==> config.mk <==
export PLATFORM = sky130hd
export DESIGN_NAME = div_issue_ctrl
export DESIGN_NICKNAME = d
export VERILOG_FILES = /design/src/rtl/div_issue_ctrl.sv
export SDC_FILE = /design/constraint.sdc
export NUM_CORES = 1
export LEC_CHECK = 0
export CAP_MARGIN = 30
export CORE_MARGIN = 10
export CORE_UTILIZATION = 40
export CTS_CLUSTER_DIAMETER = 200
export CTS_CLUSTER_SIZE = 20
export DETAILED_ROUTE_END_ITERATION = 12
export MAX_ROUTING_LAYER = met4
export PLACE_DENSITY = 0.81
export SETUP_SLACK_MARGIN = 0.15
export SLEW_MARGIN = 20
export SYNTH_ARGS = -nofsm -noshare
export SYNTH_HDL_FRONTEND = slang
export SYNTH_SLANG_ARGS = --single-unit
==> constraint.sdc <==
create_clock -name clk -period 4.9 [get_ports clk]
set_clock_uncertainty 0.1 [all_clocks]
set_input_delay 0.98 -clock clk [delete_from_list [all_inputs] [get_ports clk]]
set_output_delay 0.98 -clock clk [all_outputs]
set_load 0.005 [all_outputs]
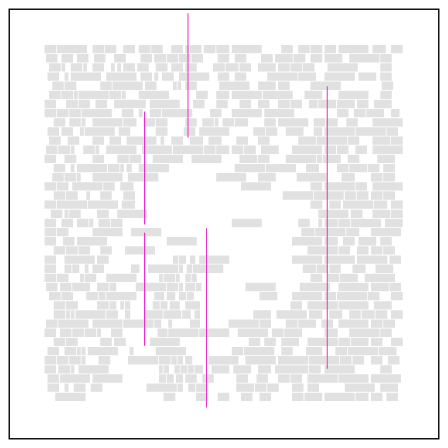
*Signal wires on met4, run 1*
- longest straight run: 83.6 µm
- wire length on this layer: 240 µm
Post-Route WL: 13.9 mm
Via Count: 3,391

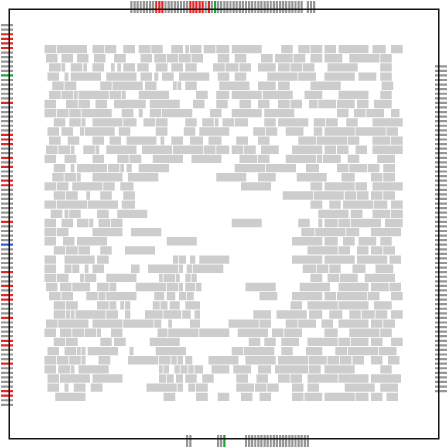
*Pin map, run 1*
Pins as bars across the die edge, other pins in grey.
- green: `req_funct3` (pins 3; direction input; edge 1 top, 1 left, 1 bottom)
- blue: `resp_ovf` (pins 1; direction output; edge left)
- red: `resp_data` (pins 32; direction output; edge 23 left, 9 top)
- all pins by edge: 84 left, 72 right, 59 top, 26 bottom
die span in y: 127 µm
IO Port Bufs: 240
die width: 127 µm

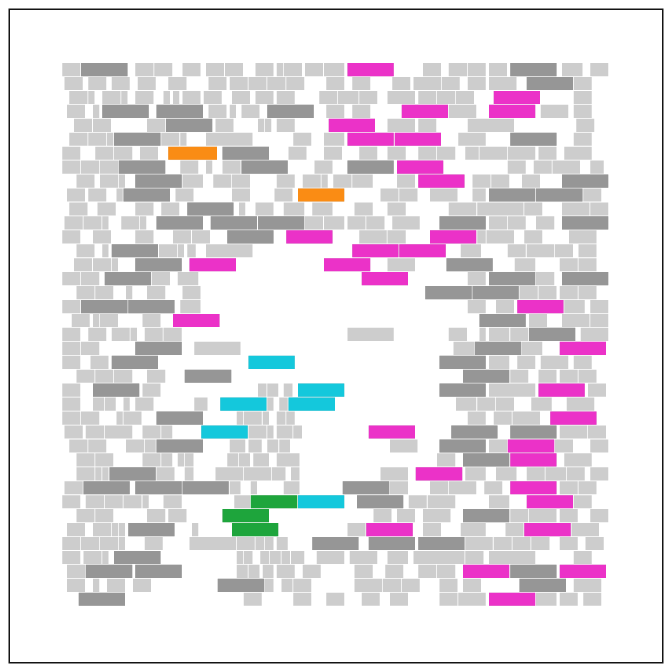
*Sequential cells coloured by netlist name, run 1*
Other sequential cells in the stronger grey, the rest of the logic in the fainter grey.
- orange: `op_q` (sequential cells 2)
- magenta: `div_b` (sequential cells 32)
- cyan: `counter_q` (sequential cells 6; where centre)
- green: `state_q` (sequential cells 3)
- not coloured: 69
sequential cell area share: 0.379
Seq. cell area: 2800 µm²
Final Core Density: 0.653
P_seq: 1500 µW

==> impl_metrics.env, run 1 <==
# implementation run metrics
export IMPL_ys_sh_adder=0.00272
export IMPL_logic_area_um2=1670
export IMPL_lay_top_cells="239 x clkdlybuf4s50_1, 111 x dfrtp_1, 41 x mux2_4"
export IMPL_initial_core_util=0.406
export IMPL_cell_internal_pwr_uw=2620
export IMPL_clk_pin_slew_worst_paths_ns=0.07
export IMPL_status="completed"
export IMPL_dr_wl_met3_mm=1.61
export IMPL_maxPowerGroup="sequential cells"
export IMPL_row_count=39
export IMPL_antenna_found_initial=0
export IMPL_slew_headroom=0.395
export IMPL_n_antenna_cell=0
export IMPL_synth_cells=314
export IMPL_synth_warnings=0
export IMPL_tns_ns=0
export IMPL_fillers=868
export IMPL_p_comb_uw=1440
export IMPL_ys_ff=112
export IMPL_n_tap_cell=143
export IMPL_wl_met2_mm=6.48
export IMPL_numCtsBuffers=9
export IMPL_cp_cell_sequence="clkdlybuf4s50_1 -> nor2b_1 -> and2_1 -> clkdlybuf4s50_1"
export IMPL_yosysMostFrequentCell="dfrtp_1"
export IMPL_hp_class="input pin to asynchronous set/reset pin"
export IMPL_cpMaxStageDelayCell="clkdlybuf4s50_1"
export IMPL_syn_num_nets=453
export IMPL_grt_pass1_wl_mm=21.5
export IMPL_mostFrequentLayoutCell="clkdlybuf4s50_1"
export IMPL_post_cts_buffers=0
export IMPL_htreeDepth=3
export IMPL_cp_start_kind="input pin"
export IMPL_critPathMostFrequentCell="clkdlybuf4s50_1"
export IMPL_clockBufferCount=13
export IMPL_switchingPower_uw=995
export IMPL_wl_per_cell_um=19.9
export IMPL_synth_top_cell_area_share=0.609
export IMPL_synthTopCellsByCount="112 x dfrtp_1, 41 x mux2_4, 34 x mux2i_1"
export IMPL_gp_congestion=0.791
export IMPL_met1_usage=0.195
export IMPL_period_minus_slack_ns=3.66
export IMPL_grt_pass1_vias=3830
export IMPL_fin_ws_ns=1.24
export IMPL_finalHoldViolCount=0
export IMPL_setup_viol=0
export IMPL_synthArstFlopShare=1.00
export IMPL_fin_nets=690
export IMPL_grt_usage=0.176
export IMPL_logic_gate_count=181
export IMPL_p_per_area_nw_per_um2=489
export IMPL_buf_share=0.333
export IMPL_yosysCellCount=314
export IMPL_synth_avg_cell_area_um2=14.6
export IMPL_cts_repair_resized=0
export IMPL_yosys_area_um2=4600
export IMPL_endpoint_kind="primary output"
export IMPL_grt_use_met2=0.271
export IMPL_rsz0062_at_grt="no"
export IMPL_clock_power_share=0.187
export IMPL_topRoutingLayerUsed="met4"
export IMPL_clk_path_buf_depth=2
### Routing congestion, run 1

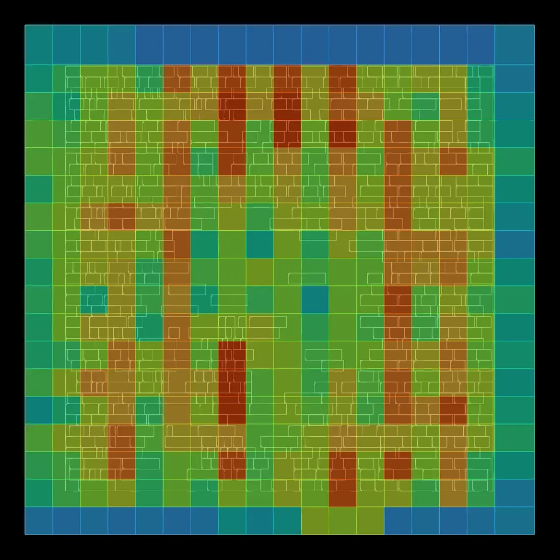

==> inputs of run 2 (changes only) <==
clock period = 3.4 ns   (was 4.9 ns; I/O delays follow)
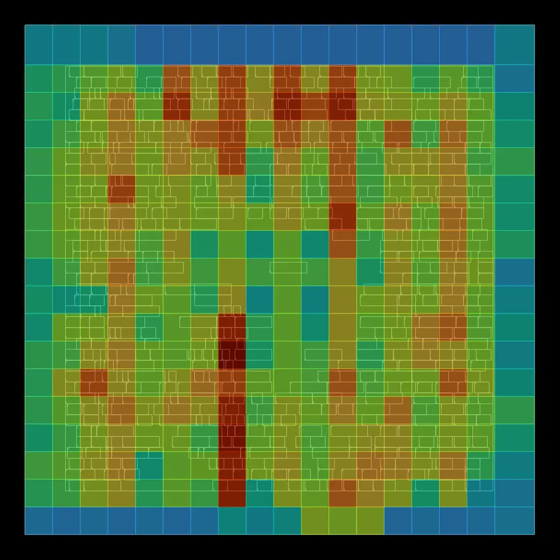
*Routing congestion, run 2*
total track usage: 0.170
GRT busiest layer: met2
grt met3 use: 0.0794
Final Core Density: 0.659

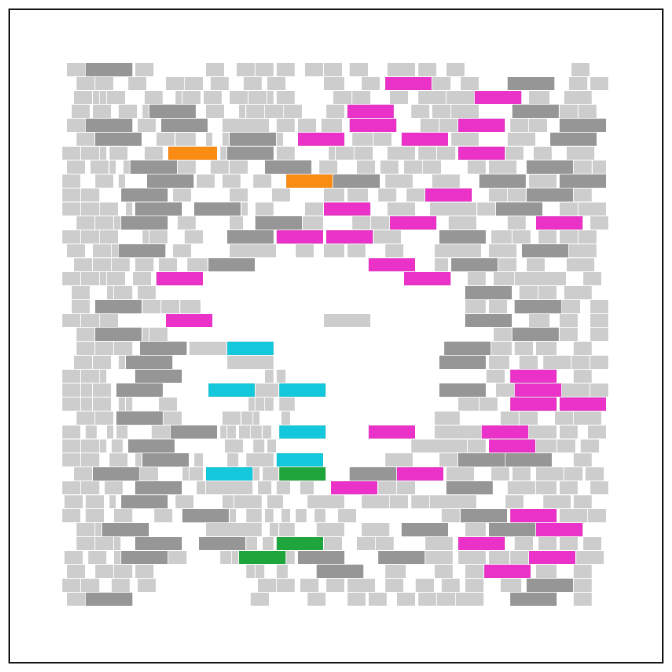
*Sequential cells coloured by netlist name, run 2*
Other sequential cells in the stronger grey, the rest of the logic in the fainter grey.
- green: `state_q` (sequential cells 3)
- cyan: `counter_q` (sequential cells 6; where centre)
- magenta: `div_b` (sequential cells 32)
- orange: `op_q` (sequential cells 2)
sequential cell area share: 0.376
P_seq: 2150 µW

==> run 2 against run 1 <==
Cell count stayed put. Sequential power grew 43%. Total power grew 48%. Global-route usage is 0.52 points lower. Via count decreased by 0.24%. Synthesized cell count stayed put. Routed wire length decreased by 1.4%. First-iteration DRC count shrank 9.9%. Critical path type unchanged. Critical endpoint unchanged. Highest routed layer unchanged.
==> impl_metrics.env, run 2 <==
# implementation run metrics
export IMPL_status="completed"
export IMPL_yosys_area_um2=4600
export IMPL_p_per_area_nw_per_um2=718
export IMPL_wl_per_cell_um=19.6
export IMPL_period_minus_slack_ns=3.05
export IMPL_rsz0062_at_grt="no"
export IMPL_cp_start_kind="input pin"
export IMPL_cp_data_arrival_time_ns=2.27
export IMPL_mostFrequentLayoutCell="clkdlybuf4s50_1"
export IMPL_edf_count=0
export IMPL_ys_sh_mux=0.271
export IMPL_endpoint_kind="primary output"
export IMPL_yosysMostFrequentCell="dfrtp_1"
export IMPL_final_seq_area_um2=2800
export IMPL_synthArstFlopShare=1.00
export IMPL_cp_cell_sequence="clkdlybuf4s50_1 -> nor2b_1 -> and2_1 -> clkdlybuf4s50_1"
export IMPL_numCtsBuffers=9
export IMPL_grt_pass1_vias=3765
export IMPL_root_buffer="clkbuf_16"
export IMPL_yosysUniqueCellTypes=33
export IMPL_clk_pin_slew_worst_paths_ns=0.07
export IMPL_logic_area_um2=1670
export IMPL_lay_top_cells="239 x clkdlybuf4s50_1, 111 x dfrtp_1, 41 x mux2_4"
export IMPL_synth_avg_cell_area_um2=14.6
export IMPL_path_class="input pin to primary output"
export IMPL_combinationalPowerShare=0.388
export IMPL_r2r_cells=4
export IMPL_clk_path_buf_depth=2
export IMPL_gr_total_overflow=0
export IMPL_dr_total_vias=3383
export IMPL_met1_usage=0.190
export IMPL_row_count=39
export IMPL_fin_ws_ns=0.355
export IMPL_ys_ff=112
export IMPL_maxPowerGroup="sequential cells"
export IMPL_n_antenna_cell=0
export IMPL_grt_pass1_wl_mm=21.0
export IMPL_synth_warnings=0
export IMPL_htreeDepth=3
export IMPL_ys_sh_adder=0.00272
export IMPL_hp_class="input pin to asynchronous set/reset pin"
export IMPL_topRoutingLayerUsed="met4"
export IMPL_syn_num_nets=453
export IMPL_cpMaxStageDelayCell="clkdlybuf4s50_1"
export IMPL_synth_cells=314
export IMPL_fillers=839
export IMPL_initial_core_util=0.406
export IMPL_p_comb_uw=2080
export IMPL_setup_viol=0
export IMPL_slew_headroom=0.407
export IMPL_wl_met2_mm=6.57
export IMPL_synthTopCellsByCount="112 x dfrtp_1, 41 x mux2_4, 34 x mux2i_1"
export IMPL_worst_path_dominant_cell_family="buffers and inverters"
export IMPL_clockNetworkAreaShare=0.0432
export IMPL_n_tap_cell=143
export IMPL_logic_gate_count=181
export IMPL_reg2reg_slack_ns=1.62
export IMPL_tns_ns=0
export IMPL_routed_wl_mm=13.7
export IMPL_critPathMostFrequentCell="clkdlybuf4s50_1"
export IMPL_synth_top_cell_area_share=0.609
export IMPL_cell_internal_pwr_uw=3930
export IMPL_switchingPower_uw=1430
export IMPL_fin_nets=690
export IMPL_ant_nets=0
export IMPL_cts_repair_resized=0
export IMPL_area_delta_synth_final_pct=62.3
export IMPL_clockBufferCount=11
export IMPL_yosysCellCount=314
export IMPL_die_width_um=127
export IMPL_grt_use_met2=0.267
export IMPL_dp_hpwl_mm=10.8
export IMPL_gp_congestion=0.775
export IMPL_syn_area_um2=4600
export IMPL_post_cts_buffers=0
export IMPL_antenna_found_initial=0
export IMPL_buf_share=0.333
export IMPL_inv_count=2
export IMPL_dr_wl_met3_mm=1.39
export IMPL_finalHoldViolCount=0
export IMPL_dieHeight_um=127
export IMPL_hold_slack_ns=0.0880
export IMPL_aoi_share=0.0133
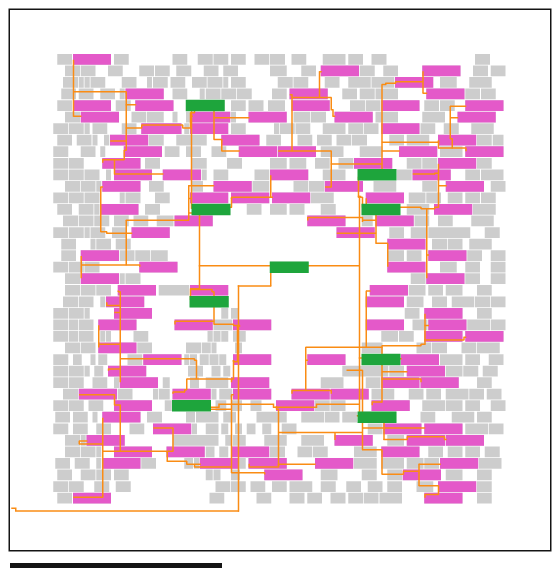
*Clock distribution, run 2*
Scale bar: 50 µm.
- magenta: flip-flops (count 112)
- orange: clock wires (length 1,320 µm)
- green: cells driving clock nets (count 9)
- routed clock nets: 10
- flops lie: spread over the die
P_clk: 1130 µW
clk_lat worst skew: 0.34 ns
clock power share: 0.211

Power figures rest on the tool's default switching activity, not on a simulated workload.
